### config.mk
export PLATFORM = sky130hd
export DESIGN_NAME = camera_pixel_assembler_flat
export DESIGN_NICKNAME = d
export VERILOG_FILES = /design/src/rtl/cam_pkg.sv /design/src/rtl/camera_pixel_assembler_if.sv /design/src/rtl/colour_bar_gen.sv /design/src/rtl/camera_pixel_assembler.sv /design/src/flat_wrapper.sv
export SDC_FILE = /design/constraint.sdc
export NUM_CORES = 1
export LEC_CHECK = 0
export CAP_MARGIN = 20
export CORE_ASPECT_RATIO = 0.7
export CORE_UTILIZATION = 40
export DETAILED_ROUTE_END_ITERATION = 10
export GPL_TIMING_DRIVEN = 0
export MAX_ROUTING_LAYER = met4
export PLACE_DENSITY_LB_ADDON = 0.2
export SETUP_SLACK_MARGIN = 0.1
export SLEW_MARGIN = 30
export SYNTH_ARGS = -nofsm -noshare
export SYNTH_HDL_FRONTEND = slang
export SYNTH_SLANG_ARGS = --single-unit
### constraint.sdc
create_clock -name clk -period 1.8 [get_ports clk]
set_clock_uncertainty 0.05 [all_clocks]
set_input_delay 0.27 -clock clk [delete_from_list [all_inputs] [get_ports clk]]
set_output_delay 0.27 -clock clk [all_outputs]
set_load 0.05 [all_outputs]
### src/rtl/cam_pkg.sv
// Shared state encoding, RGB565 colour constants and frame-size helper
// for the camera pixel assembler.
package cam_pkg;

  typedef enum logic [2:0] {
    WAIT_VS,
    WAIT_HREF,
    BYTE1,
    BYTE0,
    LINE_END,
    PAD_LINE,
    PAD_FRAME
  } cam_state_e;

  localparam logic [15:0] RGB_WHITE   = 16'hFFFF;
  localparam logic [15:0] RGB_YELLOW  = 16'hFFE0;
  localparam logic [15:0] RGB_CYAN    = 16'h07FF;
  localparam logic [15:0] RGB_GREEN   = 16'h07E0;
  localparam logic [15:0] RGB_MAGENTA = 16'hF81F;
  localparam logic [15:0] RGB_RED     = 16'hF800;
  localparam logic [15:0] RGB_BLUE    = 16'h001F;
  localparam logic [15:0] RGB_BLACK   = 16'h0000;

  // Element 0 is the leftmost bar (white).
  localparam logic [7:0][15:0] BAR_COLOURS = {
    RGB_BLACK, RGB_BLUE, RGB_RED, RGB_MAGENTA,
    RGB_GREEN, RGB_CYAN, RGB_YELLOW, RGB_WHITE
  };

  function automatic logic [18:0] frame_pixels(input int w, input int h);
    return 19'(w * h);
  endfunction

endpackage

### src/rtl/camera_pixel_assembler_if.sv
// Camera byte bus in, assembled pixel stream out.
// slave: the assembler; master: the camera source / pixel sink side.
interface camera_pixel_assembler_if;
  logic [7:0]  cam_data;
  logic        cam_href;
  logic        cam_vsync;
  logic        cam_byte_en;
  logic [15:0] pixel_out;
  logic        data_valid_out;
  logic        sof;
  logic        eol;
  logic        frame_err;

  modport master (
    output cam_data, cam_href, cam_vsync, cam_byte_en,
    input  pixel_out, data_valid_out, sof, eol, frame_err
  );

  modport slave (
    input  cam_data, cam_href, cam_vsync, cam_byte_en,
    output pixel_out, data_valid_out, sof, eol, frame_err
  );
endinterface

### src/rtl/colour_bar_gen.sv
// Maps a pixel column to one of eight equal-width vertical RGB565 colour bars.
module colour_bar_gen
  import cam_pkg::*;
#(
  parameter int IMG_WIDTH = 640
) (
  input  logic [9:0]  x,
  output logic [15:0] colour
);

  localparam int BAR_W = (IMG_WIDTH / 8 > 0) ? IMG_WIDTH / 8 : 1;

  logic [9:0] bar_idx;

  always_comb begin
    bar_idx = x / 10'(BAR_W);
    colour  = (bar_idx > 10'd7) ? BAR_COLOURS[7] : BAR_COLOURS[bar_idx[2:0]];
  end

endmodule

### src/rtl/camera_pixel_assembler.sv
// Assembles RGB565 pixels from the 8-bit camera bus and pads short lines/frames
// so every frame carries exactly IMG_WIDTH*IMG_HEIGHT pixels. CAM_TEST_PATTERN_EN adds colour bars.
module camera_pixel_assembler
  import cam_pkg::*;
#(
  parameter int IMG_WIDTH     = 640,
  parameter int IMG_HEIGHT    = 480,
  parameter int HI_BYTE_FIRST = 1
) (
  input  logic clk,
  input  logic rst_n,
`ifdef CAM_TEST_PATTERN_EN
  input  logic tp_enable,
`endif
  camera_pixel_assembler_if.slave bus
);

  localparam logic [9:0]  W_LIM     = 10'(IMG_WIDTH);
  localparam logic [9:0]  H_LIM     = 10'(IMG_HEIGHT);
  localparam logic [18:0] FRAME_PIX = frame_pixels(IMG_WIDTH, IMG_HEIGHT);

  cam_state_e  state_q, state_d;
  logic [9:0]  x_q, x_d, y_q, y_d;
  logic [18:0] cnt_q, cnt_d;
  logic [7:0]  byte0_q, byte0_d;
  logic        vsync_q, vsync_d;
  logic        err_q, err_d;
  logic [15:0] pixel_q, pixel_d;
  logic        valid_q, valid_d, sof_q, sof_d, eol_q, eol_d;

  logic        vs_fall, vs_rise, byte_ok, emit, emit_cam;
  logic [15:0] cam_word, cam_pix;

  assign vsync_d  = bus.cam_vsync;
  assign vs_fall  = vsync_q & ~bus.cam_vsync;
  assign vs_rise  = ~vsync_q & bus.cam_vsync;
  assign byte_ok  = bus.cam_href & bus.cam_byte_en;
  assign cam_word = (HI_BYTE_FIRST != 0) ? {byte0_q, bus.cam_data} : {bus.cam_data, byte0_q};

`ifdef CAM_TEST_PATTERN_EN
  logic        tp_q, tp_d;
  logic [15:0] bar_colour;

  colour_bar_gen #(.IMG_WIDTH(IMG_WIDTH)) u_bar (
    .x      (x_q),
    .colour (bar_colour)
  );

  assign cam_pix = tp_q ? bar_colour : cam_word;
`else
  assign cam_pix = cam_word;
`endif

  always_comb begin
    state_d  = state_q;
    x_d      = x_q;
    y_d      = y_q;
    cnt_d    = cnt_q;
    byte0_d  = byte0_q;
    err_d    = err_q;
    emit     = 1'b0;
    emit_cam = 1'b0;
`ifdef CAM_TEST_PATTERN_EN
    tp_d     = tp_q;
`endif
    unique case (state_q)
      WAIT_VS: if (vs_fall) begin
        state_d = WAIT_HREF;
        x_d     = '0;
        y_d     = '0;
        cnt_d   = '0;
        err_d   = 1'b0;
`ifdef CAM_TEST_PATTERN_EN
        tp_d    = tp_enable;
`endif
      end
      WAIT_HREF: if (byte_ok) begin
        byte0_d = bus.cam_data;
        state_d = BYTE1;
      end
      BYTE1: begin
        // href low here means an odd byte count: the half pixel is lost.
        if (!bus.cam_href) begin
          err_d   = 1'b1;
          state_d = LINE_END;
        end else if (bus.cam_byte_en) begin
          state_d = BYTE0;
          if (x_q < W_LIM) begin
            emit     = 1'b1;
            emit_cam = 1'b1;
          end else begin
            err_d = 1'b1;
          end
        end
      end
      BYTE0: begin
        if (!bus.cam_href) begin
          state_d = LINE_END;
        end else if (bus.cam_byte_en) begin
          byte0_d = bus.cam_data;
          state_d = BYTE1;
        end
      end
      LINE_END: begin
        if (x_q < W_LIM) begin
          err_d   = 1'b1;
          state_d = PAD_LINE;
        end else begin
          x_d     = '0;
          y_d     = y_q + 10'd1;
          state_d = (y_q + 10'd1 == H_LIM) ? WAIT_VS : WAIT_HREF;
        end
      end
      PAD_LINE: begin
        emit = 1'b1;
        if (x_q == W_LIM - 10'd1) state_d = LINE_END;
      end
      PAD_FRAME: begin
        // x may sit at W when the camera quit right after a full line; wrap it before padding on.
        if (cnt_q >= FRAME_PIX) begin
          state_d = WAIT_VS;
        end else if (x_q >= W_LIM) begin
          x_d = '0;
          y_d = y_q + 10'd1;
        end else begin
          emit = 1'b1;
          if (cnt_q == FRAME_PIX - 19'd1) state_d = WAIT_VS;
        end
      end
      default: state_d = WAIT_VS;
    endcase

    if (emit) begin
      x_d   = x_q + 10'd1;
      cnt_d = cnt_q + 19'd1;
    end

    // Early vsync: abandon the camera and fill the rest of the frame with black.
    if (vs_rise && state_q != WAIT_VS && state_q != PAD_FRAME) begin
      state_d = PAD_FRAME;
      err_d   = 1'b1;
    end

    valid_d = emit;
    sof_d   = emit & (x_q == 10'd0) & (y_q == 10'd0);
    eol_d   = emit & (x_q == W_LIM - 10'd1);
    pixel_d = pixel_q;
    if (emit) pixel_d = emit_cam ? cam_pix : RGB_BLACK;
  end

  always_ff @(posedge clk or negedge rst_n) begin
    if (!rst_n) begin
      state_q <= WAIT_VS;
      x_q     <= '0;
      y_q     <= '0;
      cnt_q   <= '0;
      byte0_q <= '0;
      vsync_q <= 1'b1;
      err_q   <= 1'b0;
      pixel_q <= '0;
      valid_q <= 1'b0;
      sof_q   <= 1'b0;
      eol_q   <= 1'b0;
`ifdef CAM_TEST_PATTERN_EN
      tp_q    <= 1'b0;
`endif
    end else begin
      state_q <= state_d;
      x_q     <= x_d;
      y_q     <= y_d;
      cnt_q   <= cnt_d;
      byte0_q <= byte0_d;
      vsync_q <= vsync_d;
      err_q   <= err_d;
      pixel_q <= pixel_d;
      valid_q <= valid_d;
      sof_q   <= sof_d;
      eol_q   <= eol_d;
`ifdef CAM_TEST_PATTERN_EN
      tp_q    <= tp_d;
`endif
    end
  end

  assign bus.pixel_out      = pixel_q;
  assign bus.data_valid_out = valid_q;
  assign bus.sof            = sof_q;
  assign bus.eol            = eol_q;
  assign bus.frame_err      = err_q;

endmodule

### src/flat_wrapper.sv
// flat-port wrapper written by rule: the top's interface ports become plain ports
module camera_pixel_assembler_flat import cam_pkg::*;
#(
  parameter int IMG_WIDTH     = 640,
  parameter int IMG_HEIGHT    = 480,
  parameter int HI_BYTE_FIRST = 1
)
  (clk, rst_n, bus_cam_data, bus_cam_href, bus_cam_vsync, bus_cam_byte_en, bus_pixel_out, bus_data_valid_out, bus_sof, bus_eol, bus_frame_err);
  camera_pixel_assembler_if bus_i ();
  input  logic clk;
  input  logic rst_n;
  input wire logic [$bits(bus_i.cam_data)-1:0] bus_cam_data;
  input wire logic [$bits(bus_i.cam_href)-1:0] bus_cam_href;
  input wire logic [$bits(bus_i.cam_vsync)-1:0] bus_cam_vsync;
  input wire logic [$bits(bus_i.cam_byte_en)-1:0] bus_cam_byte_en;
  output wire logic [$bits(bus_i.pixel_out)-1:0] bus_pixel_out;
  output wire logic [$bits(bus_i.data_valid_out)-1:0] bus_data_valid_out;
  output wire logic [$bits(bus_i.sof)-1:0] bus_sof;
  output wire logic [$bits(bus_i.eol)-1:0] bus_eol;
  output wire logic [$bits(bus_i.frame_err)-1:0] bus_frame_err;
  assign bus_i.cam_data = bus_cam_data;
  assign bus_i.cam_href = bus_cam_href;
  assign bus_i.cam_vsync = bus_cam_vsync;
  assign bus_i.cam_byte_en = bus_cam_byte_en;
  assign bus_pixel_out = bus_i.pixel_out;
  assign bus_data_valid_out = bus_i.data_valid_out;
  assign bus_sof = bus_i.sof;
  assign bus_eol = bus_i.eol;
  assign bus_frame_err = bus_i.frame_err;
  camera_pixel_assembler #(.IMG_WIDTH(IMG_WIDTH), .IMG_HEIGHT(IMG_HEIGHT), .HI_BYTE_FIRST(HI_BYTE_FIRST)) u_core (.clk(clk), .rst_n(rst_n), .bus(bus_i));
endmodule
Figure 1. Signal wires on met1.
The bar under the picture is 20 µm long. Supply wires on this layer in grey.
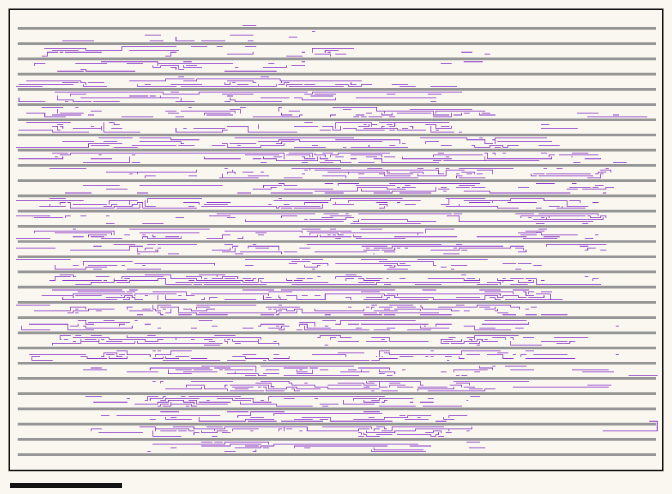
longest straight run: 38.2 µm
share of all routed wire: 48%
main direction: horizontal
wire length on this layer: 4910 µm
nets with wire on the layer: 439
Total Wirelength: 10300 µm
routed vias: 3339

Figure 2. Signal wires on met2.
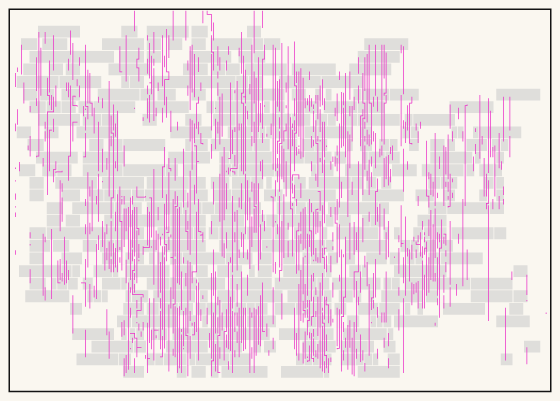
wire length on this layer: 4540 µm
nets with wire on the layer: 417

Figure 3. Metal 3.
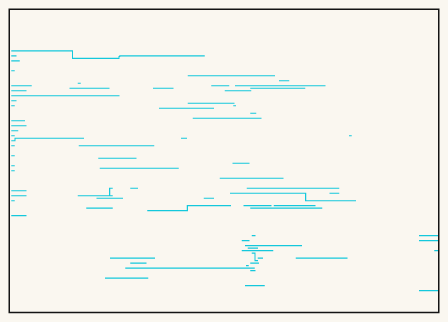
share of all routed wire: 6.3%
main direction: horizontal
longest straight run: 35.0 µm
wire length on this layer: 647 µm
met3 Use GR: 6.20%

Figure 4. Signal wires on met4.
The bar under the picture is 20 µm long. Supply wires on this layer in grey.
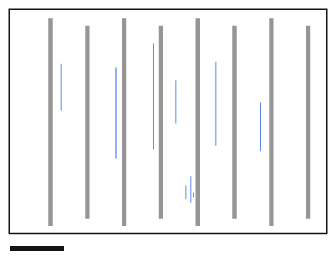
wire length on this layer: 169 µm
share of all routed wire: 1.6%

==> results.toml <==
# generated from flow reports
[die]
die_h_um = 82.2
core_area_um2 = 8690
chip_area_um2 = 9580
ios = 33
rows = 28

[yosys]
top_cells_by_count = "dfrtp_1, nand2_1, nand3_1, o21ai_0, a22o_1"
synth-seq-cells = 71
syn_nets = 388
top_area_cell = "dfrtp_1"
yosysMostFrequentCell = "dfrtp_1"
synthDistinctLibCells = 56
yosys-stat-area_um2 = 3670
syn_area_um2 = 3670
yosys.area.top_type_share_pct = 47.7
topCellsByArea = "dfrtp_1, nand3_1, a22o_1, nand2_1, o21ai_0"
synth_warnings = 0
syn_area_per_cell_um2 = 9.98
ys_seq_share_pct = 48.4
syn_inst = 368
synth-async-reset-ratio_pct = 100
ys_cells = 368
synthFlopType = "dfrtp_1"

[power_and_ir_drop]
ir_worst_vdd_uv = 510
largestPowerGroup = "the clock network"
swShare_pct = 22.5
p_comb_share_pct = 2.4
internal-power_mw = 2.72
p_comb_mw = 0.0844
power.share.clock_pct = 52.1
powerDensity_nw_per_um2 = 652
pg_seq_mw = 1.60
seqPwrFrac_pct = 45.5
power.leakage_nw = 2.42
p_switching_mw = 0.790
p_total_mw = 3.51
power_clock_mw = 1.83

[critical_path]
critPathBufInv = 1
crit_arrival_ns = 2.18
worstPathMaxFanout = 5
r2r_slack_ns = -0.16
ff2ff_path_depth = 6
timing.rr.start = "u_core.cnt_q[17]"
cp-start-kind = "flop"
crit_slowest_cell = "or4_4"
crit_end = "u_core.x_q[5]"
critPathKind = "flop to flop"
cp-end-kind = "flop"
crit_family = "AND-OR/OR-AND gates"
reg2reg_to = "u_core.x_q[5]"
crit_path_start = "u_core.cnt_q[17]"
path_cells = "o21a_2 -> a211oi_4 -> o21ai_2 -> buf_6 -> or4_4 -> a21oi_2"
max_stage_delay_ns = 0.48
path_depth = 6
cp_data_required_time_ns = 2.02

[grt]
grt_util_met1_pct = 32.3
grt_pass1_vias = 3194
grt_pass1_wl_um = 16200
grt.busiest_layer = "met2"
antenna_found_initial = 0
grt_max_degree = 38
use_met2_pct = 34.1
grt_overflow = 0

[cts]
tritoncts = "done"
clk_latency_ns = 0.34
clockRootBuffer = "clkbuf_16"
clkTransAtPathRegs_ns = 0.06
cts_resized = 100
cts_sinks = 71
cts_max_path_buffers = 2
numCtsBuffers = 9
htreeDepth = 3
postCtsSetupBuffers = 34

[finish]
final_common_cell = "dfrtp_1"
numSequentialCells = 71
n_all_buffers = 100
dominant_cells = "logic gates"
logic_area_um2 = 2140
bufAreaShareNonClock_pct = 17.7
design_area_um2 = 5390
drive_gt1_share_pct = 34.7
final_cells = 584
nNonClkInverters = 14
clk_share_pct = 5.64
comb_area_share_pct = 39.7
n_fill_cell = 716
n_antenna_cell = 0
final_util_pct = 62.0
num-multi-input-gates = 263
register_area_um2 = 1790
area_growth_pct = 46.6
seqAreaFraction_pct = 33.2
final_cell_mix = "dfrtp_1, buf_4, nand2_1"
finalNetCount = 479
clock_buffers = 9

[place]
gp_congestion = 0.798
postPlaceCellArea_um2 = 4250
dp_hpwl_um = 6100
place.port_buffers = 32
place_ws_ns = -0.607

[final_timing]
slew-limit-headroom_pct = 61.2
max_freq_mhz = 511
hold_viol_final = 0
setup_tns_ns = -3.40
fin_crit_ns = 1.96
rsz0062_at_grt = "yes"
finalCritPeriodShare_pct = 109
slew_viol_final = 0
setup_viol_count_final = 53
setup_ws_ns = -0.158
whs_ns = 0.375
max_slew.worst_pin.slew_ns = 0.581

[drt]
dr_wl_met2_um = 4540
drt-met1-wl_um = 4910
drc_errors = 0
ant_nets = 0
top_layer = "met4"
drt-vias-per-instance = 5.72
wire_per_inst_um = 17.6
drt_pass1_iterations = 5
wl_met3_um = 646
drt_iter0_drc = 213

[min_path]
hp-class = "input port to flop"
whs_path_depth = 1
hp-start = "bus_cam_vsync"

[outcome]
status = "complete, but fails checks"
violations = "setup timing"

[run]
cap_violations = 0
-- sequential cells by signal, summed over array words and instances, names as in the netlist --
signal                     cells
u_core.bus.sof                 1
u_core.bus.pixel_out          16
u_core.cnt_q                  19
u_core.vsync_q                 1
u_core.x_q                    10
u_core.y_q                    10
u_core.byte0_q                 8
u_core.bus.eol                 1
u_core.state_q                 3
u_core.bus.frame_err           1
u_core.bus.data_valid_out      1
-- kinds of logic (layout without fill, tap and decap cells) --
family                   count (synthesis)  after routing  synth area share, %
multiplexers                            16             16                 4.63
buffers and inverters                   34            130                 3.81
adder cells (fa/ha/maj)                  7              7                 2.38
flip-flops                              71             71                 48.4
XOR/XNOR                                10             10                 2.38
AND-OR/OR-AND                          100            100                 19.4
AND/OR/NAND/NOR                        130            130                 18.9
